Fig. 1: ports around the boundary
(2 px per um) Pins as bars across the die edge, other pins in gray.
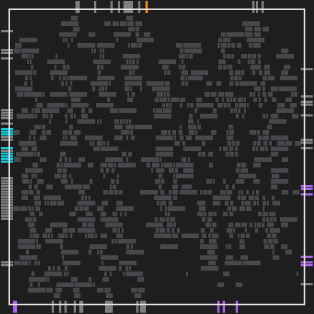
Fig. 2: metal layers overlaid
(2 px per um)
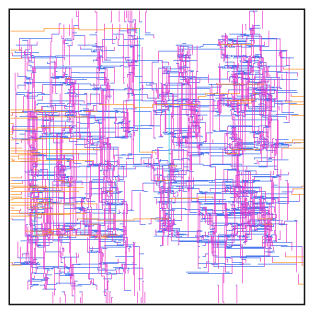
**src/rtl/pixel_pkg.sv**
```systemverilog
// Shared types and widths for the pixel collection path.
// Contents:
//   PIXEL_W      - width of one packed RGB pixel
//   WORD_W       - width of one AXI4-Stream video word
//   pack_phase_t - packer phase; FLUSH is only reachable with TLAST_PAD_EN
//   axis_word_t  - payload loaded into the output register
package pixel_pkg;

    localparam int unsigned PIXEL_W = 24;
    localparam int unsigned WORD_W  = 32;

    typedef enum logic [2:0] {
        P0    = 3'd0,
        P1    = 3'd1,
        P2    = 3'd2,
        P3    = 3'd3,
        FLUSH = 3'd4
    } pack_phase_t;

    // eof marks the tlast word of the final line; it never leaves the block
    typedef struct packed {
        logic [WORD_W-1:0] tdata;
        logic              tlast;
        logic              tuser;
        logic              eof;
    } axis_word_t;

endpackage

```
**src/rtl/pixel_stream_packer_if.sv**
```systemverilog
// Pixel input handshake plus AXI4-Stream video output of the packer.
// Signals:
//   in_r/in_g/in_b, in_valid, in_ready                     - pixel side
//   out_tdata, out_tvalid, out_tready, out_tlast, out_tuser - stream side
// Modports:
//   master - the packer (consumes pixels, drives the stream)
//   slave  - the environment (supplies pixels, sinks the stream)
interface pixel_stream_packer_if;
    import pixel_pkg::*;

    logic [7:0]        in_r;
    logic [7:0]        in_g;
    logic [7:0]        in_b;
    logic              in_valid;
    logic              in_ready;
    logic [WORD_W-1:0] out_tdata;
    logic              out_tvalid;
    logic              out_tready;
    logic              out_tlast;
    logic              out_tuser;

    modport master (
        input  in_r, in_g, in_b, in_valid, out_tready,
        output in_ready, out_tdata, out_tvalid, out_tlast, out_tuser
    );

    modport slave (
        output in_r, in_g, in_b, in_valid, out_tready,
        input  in_ready, out_tdata, out_tvalid, out_tlast, out_tuser
    );

endinterface

```
**src/rtl/axis_out_reg.sv**
```systemverilog
// Single-entry AXI4-Stream output register.
// Ports:
//   aclk, aresetn - clock, asynchronous active-low reset
//   load          - capture word this cycle (only when can_load_c is high)
//   word          - payload to capture
//   tready        - downstream accept
//   tdata/tvalid/tlast/tuser - registered stream outputs
//   done          - one-cycle pulse after the eof word is accepted
//   can_load_c    - register is empty or drains this cycle
module axis_out_reg
    import pixel_pkg::*;
(
    input  logic              aclk,
    input  logic              aresetn,
    input  logic              load,
    input  axis_word_t        word,
    input  logic              tready,
    output logic [WORD_W-1:0] tdata,
    output logic              tvalid,
    output logic              tlast,
    output logic              tuser,
    output logic              done,
    output logic              can_load_c
);

    logic eof_q;

    assign can_load_c = !tvalid || tready;

    // Payload is held while stalled; tvalid drops on accept unless refilled
    always_ff @(posedge aclk or negedge aresetn) begin
        if (!aresetn) begin
            tdata  <= '0;
            tvalid <= 1'b0;
            tlast  <= 1'b0;
            tuser  <= 1'b0;
            eof_q  <= 1'b0;
            done   <= 1'b0;
        end else begin
            done <= tvalid && tready && eof_q;
            if (load) begin
                tdata  <= word.tdata;
                tlast  <= word.tlast;
                tuser  <= word.tuser;
                eof_q  <= word.eof;
                tvalid <= 1'b1;
            end else if (tready) begin
                tvalid <= 1'b0;
            end
        end
    end

endmodule

```
**src/rtl/pixel_stream_packer.sv**
```systemverilog
// Packs in-order 24-bit RGB pixels into a dense 32-bit AXI4-Stream video
// bus (4 pixels -> 3 words), with tuser on start of frame and tlast on
// end of line derived from runtime frame dimensions.
// Build option: define TLAST_PAD_EN to allow line widths that are not a
// multiple of 4 (the partial word of each line is zero-padded and flushed).
// Ports:
//   aclk, aresetn  - clock, asynchronous active-low reset
//   x_size, y_size - pixels per line / lines per frame, sampled at frame start
//   bus            - pixel input and stream output (master modport)
//   frame_done     - pulse the cycle after the last word of a frame is accepted
module pixel_stream_packer
    import pixel_pkg::*;
#(
    parameter int unsigned DIM_W = 11
)
(
    input  logic                  aclk,
    input  logic                  aresetn,
    input  logic [DIM_W-1:0]      x_size,
    input  logic [DIM_W-1:0]      y_size,
    pixel_stream_packer_if.master bus,
    output logic                  frame_done
);

    pack_phase_t        phase_q, phase_d;
    logic [PIXEL_W-1:0] hold_q, hold_d;
    logic [DIM_W-1:0]   x_q, x_d;
    logic [DIM_W-1:0]   y_q, y_d;
    logic [DIM_W-1:0]   xs_q, xs_d;
    logic [DIM_W-1:0]   ys_q, ys_d;
    logic               sof_pend_q, sof_pend_d;
`ifdef TLAST_PAD_EN
    logic               flush_eof_q, flush_eof_d;
`endif

    logic [PIXEL_W-1:0] pix_c;
    logic [DIM_W-1:0]   x_sel_c;
    logic [DIM_W-1:0]   y_sel_c;
    logic [DIM_W-1:0]   width_c;
    logic [DIM_W-1:0]   height_c;
    logic               in_ready_c;
    logic               can_load_c;
    logic               accept_c;
    logic               sof_c;
    logic               sof_flag_c;
    logic               x_last_c;
    logic               y_last_c;
    logic               load_c;
    axis_word_t         word_c;

    assign pix_c = {bus.in_r, bus.in_g, bus.in_b};

    // Ready depends only on registered state and out_tready
`ifdef TLAST_PAD_EN
    assign in_ready_c = can_load_c && (phase_q != FLUSH);
`else
    assign in_ready_c = can_load_c;
`endif
    assign bus.in_ready = in_ready_c;
    assign accept_c     = bus.in_valid && in_ready_c;

    // The first pixel of a frame uses the live sizes; later pixels the shadows
    assign sof_c   = (x_q == '0) && (y_q == '0);
    assign x_sel_c = sof_c ? x_size : xs_q;
    assign y_sel_c = sof_c ? y_size : ys_q;

    // Effective line width and frame height
    always_comb begin
`ifdef TLAST_PAD_EN
        width_c = (x_sel_c == '0) ? DIM_W'(1) : x_sel_c;
`else
        width_c = {x_sel_c[DIM_W-1:2], 2'b00};
        if (width_c == '0) begin
            width_c = DIM_W'(4);
        end
`endif
        height_c = (y_sel_c == '0) ? DIM_W'(1) : y_sel_c;
    end

`ifndef TLAST_PAD_EN
    logic unused_lsb_c;
    assign unused_lsb_c = ^x_sel_c[1:0];
`endif

    assign x_last_c = (x_q == DIM_W'(width_c - 1'b1));
    assign y_last_c = (y_q == DIM_W'(height_c - 1'b1));

    // Packing state register
    always_ff @(posedge aclk or negedge aresetn) begin
        if (!aresetn) begin
            phase_q     <= P0;
            hold_q      <= '0;
            x_q         <= '0;
            y_q         <= '0;
            xs_q        <= '0;
            ys_q        <= '0;
            sof_pend_q  <= 1'b0;
`ifdef TLAST_PAD_EN
            flush_eof_q <= 1'b0;
`endif
        end else begin
            phase_q     <= phase_d;
            hold_q      <= hold_d;
            x_q         <= x_d;
            y_q         <= y_d;
            xs_q        <= xs_d;
            ys_q        <= ys_d;
            sof_pend_q  <= sof_pend_d;
`ifdef TLAST_PAD_EN
            flush_eof_q <= flush_eof_d;
`endif
        end
    end

    // Next-state: phase walk, counters, shadows and word assembly
    always_comb begin
        phase_d     = phase_q;
        hold_d      = hold_q;
        x_d         = x_q;
        y_d         = y_q;
        xs_d        = xs_q;
        ys_d        = ys_q;
        sof_pend_d  = sof_pend_q;
`ifdef TLAST_PAD_EN
        flush_eof_d = flush_eof_q;
`endif
        load_c      = 1'b0;
        word_c      = '0;

        // tuser rides on the first word loaded after the frame's first pixel
        sof_flag_c   = sof_pend_q || (accept_c && sof_c);
        word_c.tuser = sof_flag_c;

        if (accept_c) begin
            if (sof_c) begin
                xs_d = x_size;
                ys_d = y_size;
            end
            if (x_last_c) begin
                x_d = '0;
                y_d = y_last_c ? '0 : DIM_W'(y_q + 1'b1);
            end else begin
                x_d = DIM_W'(x_q + 1'b1);
            end

            unique case (phase_q)
                P0: begin
                    hold_d  = pix_c;
                    phase_d = P1;
`ifdef TLAST_PAD_EN
                    if (x_last_c) begin
                        load_c       = 1'b1;
                        word_c.tdata = {8'h00, pix_c};
                        word_c.tlast = 1'b1;
                        word_c.eof   = y_last_c;
                        phase_d      = P0;
                    end
`endif
                end
                P1: begin
                    load_c       = 1'b1;
                    word_c.tdata = {pix_c[7:0], hold_q};
                    hold_d       = {8'h00, pix_c[23:8]};
                    phase_d      = P2;
`ifdef TLAST_PAD_EN
                    if (x_last_c) begin
                        phase_d     = FLUSH;
                        flush_eof_d = y_last_c;
                    end
`endif
                end
                P2: begin
                    load_c       = 1'b1;
                    word_c.tdata = {pix_c[15:0], hold_q[15:0]};
                    hold_d       = {16'h0000, pix_c[23:16]};
                    phase_d      = P3;
`ifdef TLAST_PAD_EN
                    if (x_last_c) begin
                        phase_d     = FLUSH;
                        flush_eof_d = y_last_c;
                    end
`endif
                end
                P3: begin
                    load_c       = 1'b1;
                    word_c.tdata = {pix_c, hold_q[7:0]};
                    word_c.tlast = x_last_c;
                    word_c.eof   = x_last_c && y_last_c;
                    phase_d      = P0;
                end
                default: begin
                    phase_d = P0;
                end
            endcase
        end
`ifdef TLAST_PAD_EN
        // hold is kept zero-extended, so the padded tail is {8'h00, hold}
        else if ((phase_q == FLUSH) && can_load_c) begin
            load_c       = 1'b1;
            word_c.tdata = {8'h00, hold_q};
            word_c.tlast = 1'b1;
            word_c.eof   = flush_eof_q;
            phase_d      = P0;
        end
`endif

        sof_pend_d = load_c ? 1'b0 : sof_flag_c;
    end

    axis_out_reg u_out (
        .aclk       (aclk),
        .aresetn    (aresetn),
        .load       (load_c),
        .word       (word_c),
        .tready     (bus.out_tready),
        .tdata      (bus.out_tdata),
        .tvalid     (bus.out_tvalid),
        .tlast      (bus.out_tlast),
        .tuser      (bus.out_tuser),
        .done       (frame_done),
        .can_load_c (can_load_c)
    );

endmodule

```
**src/flat_wrapper.sv**
```systemverilog
// flat-port wrapper written by rule: the top's interface ports become plain ports
module pixel_stream_packer_flat import pixel_pkg::*;
#(
    parameter int unsigned DIM_W = 11
)
  (aclk, aresetn, x_size, y_size, frame_done, bus_in_r, bus_in_g, bus_in_b, bus_in_valid, bus_out_tready, bus_in_ready, bus_out_tdata, bus_out_tvalid, bus_out_tlast, bus_out_tuser);
  pixel_stream_packer_if bus_i ();
  input  logic aclk;
  input  logic aresetn;
  input  logic [DIM_W-1:0] x_size;
  input  logic [DIM_W-1:0] y_size;
  output logic frame_done;
  input wire logic [$bits(bus_i.in_r)-1:0] bus_in_r;
  input wire logic [$bits(bus_i.in_g)-1:0] bus_in_g;
  input wire logic [$bits(bus_i.in_b)-1:0] bus_in_b;
  input wire logic [$bits(bus_i.in_valid)-1:0] bus_in_valid;
  input wire logic [$bits(bus_i.out_tready)-1:0] bus_out_tready;
  output wire logic [$bits(bus_i.in_ready)-1:0] bus_in_ready;
  output wire logic [$bits(bus_i.out_tdata)-1:0] bus_out_tdata;
  output wire logic [$bits(bus_i.out_tvalid)-1:0] bus_out_tvalid;
  output wire logic [$bits(bus_i.out_tlast)-1:0] bus_out_tlast;
  output wire logic [$bits(bus_i.out_tuser)-1:0] bus_out_tuser;
  assign bus_i.in_r = bus_in_r;
  assign bus_i.in_g = bus_in_g;
  assign bus_i.in_b = bus_in_b;
  assign bus_i.in_valid = bus_in_valid;
  assign bus_i.out_tready = bus_out_tready;
  assign bus_in_ready = bus_i.in_ready;
  assign bus_out_tdata = bus_i.out_tdata;
  assign bus_out_tvalid = bus_i.out_tvalid;
  assign bus_out_tlast = bus_i.out_tlast;
  assign bus_out_tuser = bus_i.out_tuser;
  pixel_stream_packer #(.DIM_W(DIM_W)) u_core (.aclk(aclk), .aresetn(aresetn), .x_size(x_size), .y_size(y_size), .bus(bus_i), .frame_done(frame_done));
endmodule
```
**config.mk**
```make
export PLATFORM = sky130hd
export DESIGN_NAME = pixel_stream_packer_flat
export DESIGN_NICKNAME = d
export VERILOG_FILES = /design/src/rtl/pixel_pkg.sv /design/src/rtl/pixel_stream_packer_if.sv /design/src/rtl/axis_out_reg.sv /design/src/rtl/pixel_stream_packer.sv /design/src/flat_wrapper.sv
export SDC_FILE = /design/constraint.sdc
export NUM_CORES = 1
export LEC_CHECK = 0
export CORE_UTILIZATION = 30
export DETAILED_ROUTE_END_ITERATION = 8
export HOLD_SLACK_MARGIN = 0.12
export PLACE_DENSITY_LB_ADDON = 0.05
export RECOVER_POWER = 50
export SETUP_SLACK_MARGIN = 0.3
export SYNTH_ARGS = -nofsm -noshare
export SYNTH_HDL_FRONTEND = slang
export SYNTH_SLANG_ARGS = --single-unit
export TNS_END_PERCENT = 30
```
**constraint.sdc**
```tcl
create_clock -name aclk -period 11.25 [get_ports aclk]
set_input_delay 2.25 -clock aclk [delete_from_list [all_inputs] [get_ports aclk]]
set_output_delay 2.25 -clock aclk [all_outputs]
set_load 0.01 [all_outputs]
```
==> out/qor.csv <==
metric;value;unit
Critical Path RT;10890;ps
row count;52;
# DRC;0;
Sequential Power Share;0.375;
via count;5529;
Relative slew margins;-1.44;
global-route wire length before repair;30.2;mm
Avg Cell Area, Syn;9.02;um2
status;complete, but fails checks;
via/cell ratio;5.38;
DP HPWL;12.9;mm
failing checks;max-capacitance violations, max-slew violations;
Setup WS pre-CTS;4920;ps
Setup crit start;aresetn;
Post-synth regs;106;
Clock Sinks;106;
DIE HEIGHT;147;um
layout cell share with drive strength beyond 1;0.0832;
Top area cell types;dfrtp_1, nand2_1, o21ai_0;
share of the synthesized area in the top cell type;0.421;
postcts setup bufs;0;
most used cell, CP;clkbuf_1;
leakage power;3.17;nW
antenna violations before repair;0;
ys async rst share;1.00;
Worst Path Buf+Inv;2;
Initial DRT Pass Iterations;5;
crit path cell chain;clkbuf_1 -> clkbuf_1;
Routed WL;18.6;mm
Synth Flop Type;dfrtp_1;
CTS Buf Count;9;
vias in the first global route;5530;
ant diodes;0;
largest net degree at the start of global routing;66;
DR WL/cell;18.1;um
MaxCap Viol Count;2;
Die Size;0.0216;mm2
CTS tree;done;
endpoint class of the critical path;async pin;
type of origin of the critical path;input pin;
worst reg2reg startpoint;u_core.y_q[3];
total grt overflow;0;
most numerous logic cell after layout;dfrtp_1;
Tot Pwr;1.55;mW
Final Max Slew Viols;109;
root buffer cell;clkbuf_16;
Worst-Margin Slew;3660;ps
Notes on Fig. 1 above:
| color | port | pins | direction | edge |
|---|---|---|---|---|
| orange | `frame_done` | 1 | output | top |
| purple | `x_size` | 11 | input | 6 right, 5 bottom |
| cyan | `bus_in_b` | 8 | input | left |
all pins by edge: 38 left, 19 bottom, 15 right, 15 top

Notes on Fig. 2 above:
| color | layer | wire length |
|---|---|---|
| blue | met1 | 8070 um |
| cyan | met4 | 187 um |
| magenta | met2 | 9190 um |
| orange | met3 | 1140 um |

[per-stage QoR]
| stage | cells | cell area [um2] | hold slack (ps) |
|---|---|---|---|
| floorplan | 698 | 6300 | 438 |
| global placement | 1012 | 7300 | 452 |
| detailed placement | 1012 | 7300 | 458 |
| CTS | 1027 | 7590 | 479 |
| global route | 1027 | 7580 | 498 |
| finish | 1027 | 7580 | 471 |
[routing by layer]
metal | up-vias | GRT usage | wire, um
met5 | - | 0 | 0
met2 | 136 | 0.306 | 9190
li1 | 2661 | - | -
met1 | 2719 | 0.220 | 8070
met3 | 13 | 0.0528 | 1140
met4 | 0 | 0.0351 | 187
[state kept, by name, indices dropped and copies added (netlist names), 2 cells and up]
signal and flops:
u_core.hold_q 24, u_core.phase_q 2, u_core.u_out.tdata 32, u_core.x_q 11
u_core.xs_q 9, u_core.y_q 11, u_core.ys_q 11
[worst reg2reg max path: cells and delay by family, from the launching register on]
kind            cells  cell delay, ps
compound gates      6            1470
fa+ha+maj           1             290
buf+inv             1             230
flops               1             510
simple gates        6            2100
[worst paths after layout]
check                                         to  slack [ps]  cells past startpoint
min in group asynchronous        u_core.xs_q[10]        2640                      1
max                            u_core.hold_q[12]        4180                      2
max in group aclk                  u_core.y_q[2]        5250                     13
min reg2reg                u_core.u_out.tdata[3]         470                      2
max reg2reg                        u_core.y_q[5]        6550                     14
min                        u_core.u_out.tdata[3]         470                      2
[power groups by stage]
stage                     Sequential, mW  Combinational (mW)  Clock (mW)
after floorplan                    0.591               0.390           0
after global placement             0.585               0.663           0
after detailed placement           0.588               0.670           0
after CTS                          0.583               0.674       0.332
after global routing               0.599               0.733       0.344
final                              0.581               0.652       0.319
[logic make-up (layout without fill, tap and decap cells)]
logic type      after synthesis  in the layout  share of synthesized area
simple gates                290            290                      0.238
compound gates              179            179                      0.189
flops                       106            106                      0.421
buf+inv                      58            117                     0.0435
mux                          32             32                     0.0556
xor+xnor                     22             22                     0.0306
fa+ha+maj                    11             11                     0.0219
[final cells by class]
cell class,count,area [um2]
Clock buffer,10,239
Clock inverter,5,46.3
Fill cell,2077,12800
Inverter,10,37.5
Multi-Input combinational cell,534,3380
Sequential cell,106,2650
Tap cell,270,338
Timing Repair Buffer,92,891
[cell usage after synthesis, types with 7 or more instances]
master      n
a211oi_1    7
a21oi_1    22
a221oi_1    8
a222oi_1   16
a22oi_1     8
a31oi_1    12
and3_1     17
clkbuf_1   29
dfrtp_1   106
ha_1       11
inv_1      10
mux2_2     24
mux2i_1     8
nand2_1    98
nand2b_1   10
nand3_1    29
nand3b_1   10
nand4_1     7
nor2_1     47
nor2b_1    14
nor3_1     12
nor4_1     11
o21ai_0    68
xnor2_1    10
xor2_1     12
Power figures rest on the tool's default switching activity, not on a simulated workload.
